<file path="config.mk">
export PLATFORM = sky130hd
export DESIGN_NAME = banana_tracker
export DESIGN_NICKNAME = d
export VERILOG_FILES = /design/src/rtl/banana_tracker.sv
export SDC_FILE = /design/constraint.sdc
export NUM_CORES = 1
export LEC_CHECK = 0
export CORE_ASPECT_RATIO = 1.1
export CORE_MARGIN = 8
export CORE_UTILIZATION = 24
export DETAILED_ROUTE_END_ITERATION = 7
export GPL_ROUTABILITY_DRIVEN = 0
export PLACE_DENSITY_LB_ADDON = 0.08
export SYNTH_ARGS = -nofsm -noshare
export SYNTH_HDL_FRONTEND = slang
export SYNTH_SLANG_ARGS = --single-unit
</file>
<file path="constraint.sdc">
create_clock -name Clk -period 6.85 [get_ports Clk]
set_input_delay 0.685 -clock Clk [delete_from_list [all_inputs] [get_ports Clk]]
set_output_delay 0.685 -clock Clk [all_outputs]
set_load 0.03 [all_outputs]
</file>
<file path="src/rtl/banana_tracker.sv">
`default_nettype none
// ============================================================================
// Module   : banana_tracker
// Purpose  : Per-frame collision check of the DK sprite against five fixed
//            world-space bananas. One banana is evaluated per clock after
//            frame_start. Collected bananas are cleared, counted and pulsed.
// Options  : BANANA_MARGIN_EN - grows every banana hit box by MARGIN pixels
//            on all four sides.
// Revision : 1.0 - initial release
// ============================================================================
module banana_tracker #(
    parameter int SPRITE_SIZE = 32,
    parameter int MARGIN      = 8
) (
    input  logic        Clk,
    input  logic        Reset,
    input  logic        frame_start,
    input  logic        restart,
    input  logic [15:0] outX,
    input  logic [9:0]  DK_X,
    input  logic [9:0]  DK_Y,
    input  logic [7:0]  W,
    input  logic [7:0]  H,
    output logic [4:0]  bananas,
    output logic [2:0]  banana_count,
    output logic        collect_pulse,
    output logic        busy,
    output logic        all_collected
);

`ifdef BANANA_MARGIN_EN
    localparam logic c_margin_en = 1'b1;
`else
    localparam logic c_margin_en = 1'b0;
`endif

    // All collision arithmetic is 17 bits wide so outX + DK_X + W cannot wrap.
    localparam logic [16:0] c_size   = 17'(SPRITE_SIZE);
    localparam logic [16:0] c_margin = c_margin_en ? 17'(MARGIN) : 17'd0;
    localparam logic [16:0] c_lo_off = c_size + c_margin;
    localparam logic [2:0]  c_last   = 3'd4;

    typedef enum logic [1:0] {
        IDLE  = 2'd0,
        CHECK = 2'd1,
        DONE  = 2'd2
    } state_t;

    state_t      r_state;
    state_t      w_next;
    logic [2:0]  r_idx;
    logic [15:0] r_outx;
    logic [9:0]  r_dkx;
    logic [9:0]  r_dky;
    logic [7:0]  r_w;
    logic [7:0]  r_h;

    logic        w_clear;
    logic [4:0]  w_sel;
    logic [16:0] w_bx;
    logic [16:0] w_by;
    logic [16:0] w_x_lo;
    logic [16:0] w_x_hi;
    logic [16:0] w_y_lo;
    logic [16:0] w_y_hi;
    logic [16:0] w_dk_left;
    logic [16:0] w_dk_right;
    logic [16:0] w_dk_top;
    logic [16:0] w_dk_bottom;
    logic        w_hit;

    // Reset and restart behave identically and override everything else.
    assign w_clear = Reset | restart;

    // Banana table: world x of left edge, world y of bottom edge.
    always_comb begin
        w_bx = 17'd0;
        w_by = 17'd0;
        case (r_idx)
            3'd0:    begin w_bx = 17'd943;  w_by = 17'd255; end
            3'd1:    begin w_bx = 17'd1335; w_by = 17'd270; end
            3'd2:    begin w_bx = 17'd1500; w_by = 17'd270; end
            3'd3:    begin w_bx = 17'd2099; w_by = 17'd286; end
            3'd4:    begin w_bx = 17'd2562; w_by = 17'd336; end
            default: begin w_bx = 17'd0;    w_by = 17'd0;   end
        endcase
    end

    // Banana box, lower bounds clamped at zero instead of underflowing.
    assign w_x_lo = (w_bx >= c_margin) ? (w_bx - c_margin) : 17'd0;
    assign w_x_hi = w_bx + c_size + c_margin;
    assign w_y_lo = (w_by >= c_lo_off) ? (w_by - c_lo_off) : 17'd0;
    assign w_y_hi = w_by + c_margin;

    // DK box in world coordinates, built from the snapshot taken at frame_start.
    assign w_dk_left   = {1'b0, r_outx} + {7'd0, r_dkx};
    assign w_dk_right  = w_dk_left + {9'd0, r_w};
    assign w_dk_top    = {7'd0, r_dky};
    assign w_dk_bottom = w_dk_top + {9'd0, r_h};

    assign w_hit = (w_dk_left < w_x_hi) && (w_dk_right > w_x_lo) &&
                   (w_dk_top < w_y_hi) && (w_dk_bottom > w_y_lo);

    assign w_sel = 5'b00001 << r_idx;

    // State register.
    always_ff @(posedge Clk) begin
        if (w_clear) begin
            r_state <= IDLE;
        end else begin
            r_state <= w_next;
        end
    end

    // Next-state: one pass of five checks, one DONE cycle, back to IDLE.
    always_comb begin
        w_next = r_state;
        case (r_state)
            IDLE:    if (frame_start) w_next = CHECK;
            CHECK:   if (r_idx == c_last) w_next = DONE;
            DONE:    w_next = IDLE;
            default: w_next = IDLE;
        endcase
    end

    // Snapshot capture, banana index walk and collection bookkeeping.
    always_ff @(posedge Clk) begin
        if (w_clear) begin
            bananas       <= 5'b11111;
            banana_count  <= 3'd0;
            collect_pulse <= 1'b0;
            r_idx         <= 3'd0;
            r_outx        <= 16'd0;
            r_dkx         <= 10'd0;
            r_dky         <= 10'd0;
            r_w           <= 8'd0;
            r_h           <= 8'd0;
        end else begin
            collect_pulse <= 1'b0;
            case (r_state)
                IDLE: begin
                    if (frame_start) begin
                        r_outx <= outX;
                        r_dkx  <= DK_X;
                        r_dky  <= DK_Y;
                        r_w    <= W;
                        r_h    <= H;
                        r_idx  <= 3'd0;
                    end
                end
                CHECK: begin
                    // A hit on an already-cleared banana changes nothing.
                    if (w_hit && ((bananas & w_sel) != 5'd0)) begin
                        bananas       <= bananas & ~w_sel;
                        banana_count  <= banana_count + 3'd1;
                        collect_pulse <= 1'b1;
                    end
                    if (r_idx != c_last) begin
                        r_idx <= r_idx + 3'd1;
                    end
                end
                default: begin
                end
            endcase
        end
    end

    assign busy          = (r_state != IDLE);
    assign all_collected = (bananas == 5'd0);

endmodule
`default_nettype wire

</file>
==> impl_metrics.yaml, run 1 <==
# generated from flow reports
critical_path:
  cp.arrival_ns: 5.07
  path_buffers: 1
  crit_path_end_kind: "register"
  slowest_stage: "fa_1"
die:
  die_w_microns: 158.4
  die_y_microns: 172.6
route:
  wire_per_inst_microns: 15.78
  dr.pass1.iters: 4
cts:
  htreeDepth: 3
  post_cts_buffers: 0
layout:
  largest_register_ffs: 16
  fin_util: 0.2985
  lay_top_cells: "nand2_1, ha_1, a21oi_1"
logic_synthesis:
  syn-num-nets: 831
  ys_sh_mux: 0.01123
  synth_cell_types: 68
  syn_inst: 690
sta:
  timing.setup.tns_ns: 0
  relSlewSlack: 0.2552
  slew_viol_final: 0
  period_needed_ns: 4.811
run:
  max_cap_violations: 0
pwr:
  leakagePower_nw: 2.782
  switchingPower_mw: 0.2684
  powerClk_mw: 0.432
run_status:
  status: "finished clean"
==> run 1: logic make-up after synthesis <==
kind of cell             Yosys count
AND/OR/NAND/NOR                  258
AND-OR/OR-AND                    189
adder cells (fa/ha/maj)           85
flip-flops                        66
buffers and inverters             58
XOR/XNOR                          27
multiplexers                       6
other                              1
==> run 1: area by class of cell <==
cell class,instances,area (sq um)
Fill cell,2389,15410
Sequential cell,66,1321
Inverter,30,112.6
Timing Repair Buffer,68,675.6
Tap cell,295,369.1
Clock buffer,12,266.5
Multi-Input combinational cell,566,3811
==> run 1: routing by layer <==
layer | share of wire | wire length (microns)
met4 | 0.028 | 461
met3 | 0.031 | 502
met1 | 0.44 | 7140
met5 | 0 | 0
met2 | 0.50 | 8260
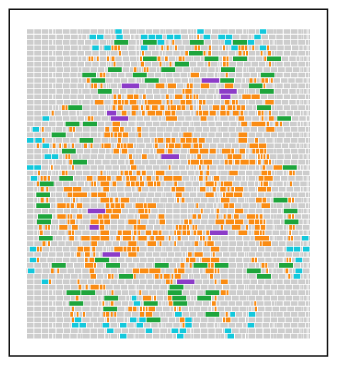
Run 1: placement by cell class
(2 px per micron) Fill, decap, tap and diode cells in gray.
[flip-flops] green | cells: 66 | share of their area: 21%
[other buffers and delay cells] cyan | cells: 68 | share of their area: 11%
[clock drivers and dummy loads] purple | cells: 12 | share of their area: 4.3%
[all other logic] orange | cells: 596 | share of their area: 63%

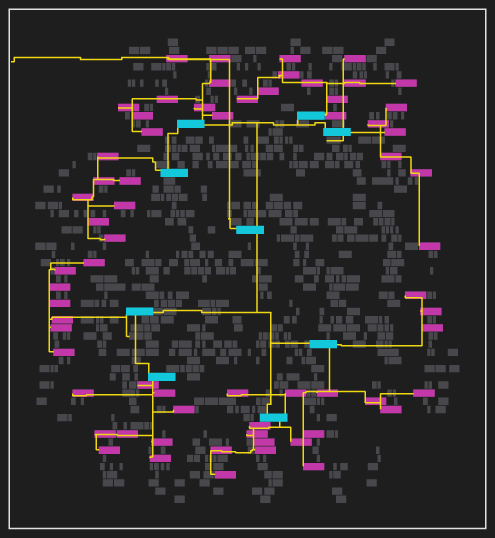
Run 1: clock distribution
(3 px per micron)
[flip-flops] magenta | count: 66
[cells driving clock nets] cyan | count: 9
[clock wires] yellow | length: 1,190 microns
routed clock nets: 10
flops lie: spread over the die

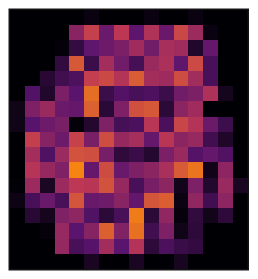
Run 1: cell density map
(1.5 px per micron) The die is cut into 16 by 17 equal tiles; black is low, pale yellow is high, 0 to 100% covered.
fullest tile: 73%
densest ninth of the die: center
nearly empty tiles: 28%
mean over tiles: 23%

==> run 2, diff against run 1 <==
Clock period 6.85 ns to 4.8 ns, I/O delays scaled along.
==> impl_metrics.yaml, run 2 <==
# generated from flow reports
route:
  dr_wl_met2_microns: 8533
  wl_met1_microns: 7262
  wl_met3_microns: 375
die:
  die_w_microns: 158.4
  n_tap_cell: 295
run_status:
  status: "finished clean"
layout:
  sh_seq_area: 0.1966
  layout.non_clock_inverters: 30
  lay_top_cells: "nand2_1, ha_1, a21oi_1"
  buffer_area_frac: 0.1139
  buffers: 80
  comb.multi_input.count: 566
  comb_area_sq_um: 3822
  comb_share: 0.5687
  clk_share: 0.04914
critical_path:
  crit_path_end_kind: "register"
logic_synthesis:
  syn_inst: 690
run:
  max_cap_violations: 0
pwr:
  leakagePower_nw: 2.873
sta:
  period_needed_ns: 4.500
  relSlewSlack: 0.3224
[run 2: cell count changes in the layout (fill, tap and decap cells not counted), sizes merged]
cell / delta
bufinv: +2
buf: +12
clkinv: +2
[run 2: where the power goes]
| part | switching (mW) | internal (mW) | total, mW |
|---|---|---|---|
| logic | 0.133 | 0.115 | 0.248 |
| clock network | 0.253 | 0.483 | 0.737 |
| registers | 0.0136 | 0.563 | 0.576 |
| total | 0.400 | 1.16 | 1.56 |
[run 2: cells by family after synthesis]
kind of cell | after synthesis | share of synthesized area
AND/OR/NAND/NOR | 258 | 0.2191
AND-OR/OR-AND | 189 | 0.2339
adder cells (fa/ha/maj) | 85 | 0.2030
flip-flops | 66 | 0.2470
buffers and inverters | 58 | 0.04092
XOR/XNOR | 27 | 0.04420
multiplexers | 6 | 0.01123
other | 1 | 0.0007009
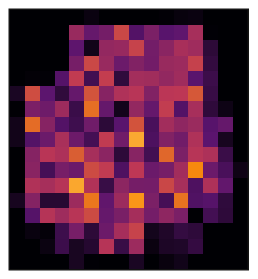
Run 2: cell density map
(1.5 px per micron) The die is cut into 16 by 17 equal tiles; black is low, pale yellow is high, 0 to 100% covered.
mean over tiles: 23%
nearly empty tiles: 27%
fullest tile: 81%
emptiest ninth of the die: north-west

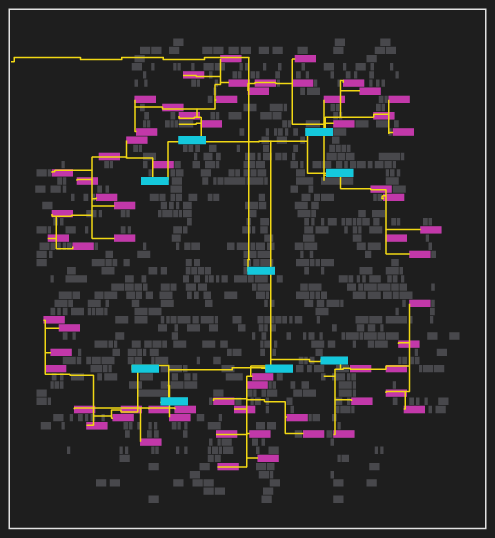
Run 2: clock distribution
(3 px per micron)
[flip-flops] magenta | count: 66
[clock wires] yellow | length: 1,230 microns
[cells driving clock nets] cyan | count: 9
flops lie: spread over the die
routed clock nets: 10

==> run 3, diff against run 2 <==
Settings changed: SKIP_CTS_REPAIR_TIMING set to 1.
==> impl_metrics.yaml, run 3 <==
# generated from flow reports
logic_synthesis:
  syn_inst: 690
  top_logic_kind: "AND-OR/OR-AND gates"
  syn-num-nets: 831
  simple_gate_area_frac: 0.2191
run:
  max_cap_violations: 0
layout:
  layout.non_clock_inverters: 30
  buffer_area_frac: 0.1139
  clock_buffers: 12
  comb_share: 0.5687
  flop_area_sq_um: 1321
  lay_top_cells: "nand2_1, ha_1, a21oi_1"
  sh_seq_area: 0.1966
route:
  wl_met3_microns: 375
die:
  die_y_microns: 172.6
run_status:
  status: "finished clean"
sta:
  period_needed_ns: 4.500
cts:
  htreeDepth: 3
pwr:
  intPower_mw: 1.161
  leakagePower_nw: 2.873
  p_seq_mw: 0.576
run 3: per-stage QoR:
stage	TNS (ns)	setup slack [ns]	std cells
finish	0	0.2998	1053
global route	-0.04337	-0.04013	1053
CTS	0	0.1577	1050
detailed placement	0	0.1541	1034
global placement	0	0.3897	1034
floorplan	0	0.7968	690
run 3: worst max path at each step:
stage | start | to | slack (ns)
2_1_floorplan | r_outx[4] | bananas[4] | 0.80
6_report | r_outx[4] | bananas[4] | 0.30
4_1_cts | r_outx[0] | bananas[4] | 0.16
3_5_place_dp | r_outx[0] | bananas[4] | 0.15
3_3_place_gp | r_outx[0] | bananas[4] | 0.39
5_1_grt | r_outx[4] | bananas[4] | -0.04
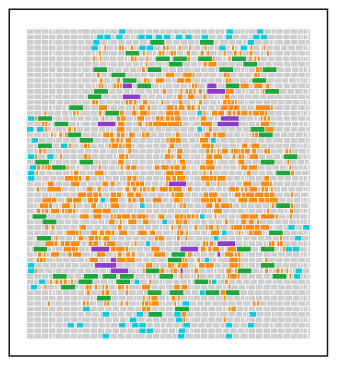
Run 3: placement by cell class
(2 px per micron) Fill, decap, tap and diode cells in gray.
[other buffers and delay cells] cyan | cells: 80 | share of their area: 12%
[flip-flops] green | cells: 66 | share of their area: 21%
[all other logic] orange | cells: 596 | share of their area: 62%
[clock drivers and dummy loads] purple | cells: 16 | share of their area: 5.2%

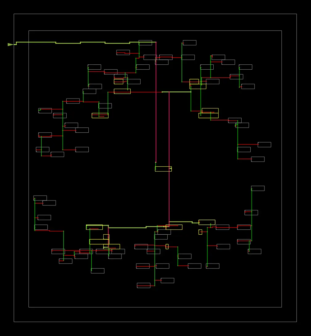
Run 3: clock nets
flop count: 66
Late-Pin Clk Latency: 0.34 ns
Clock Sinks: 66

Power and IR drop assume default switching activity.
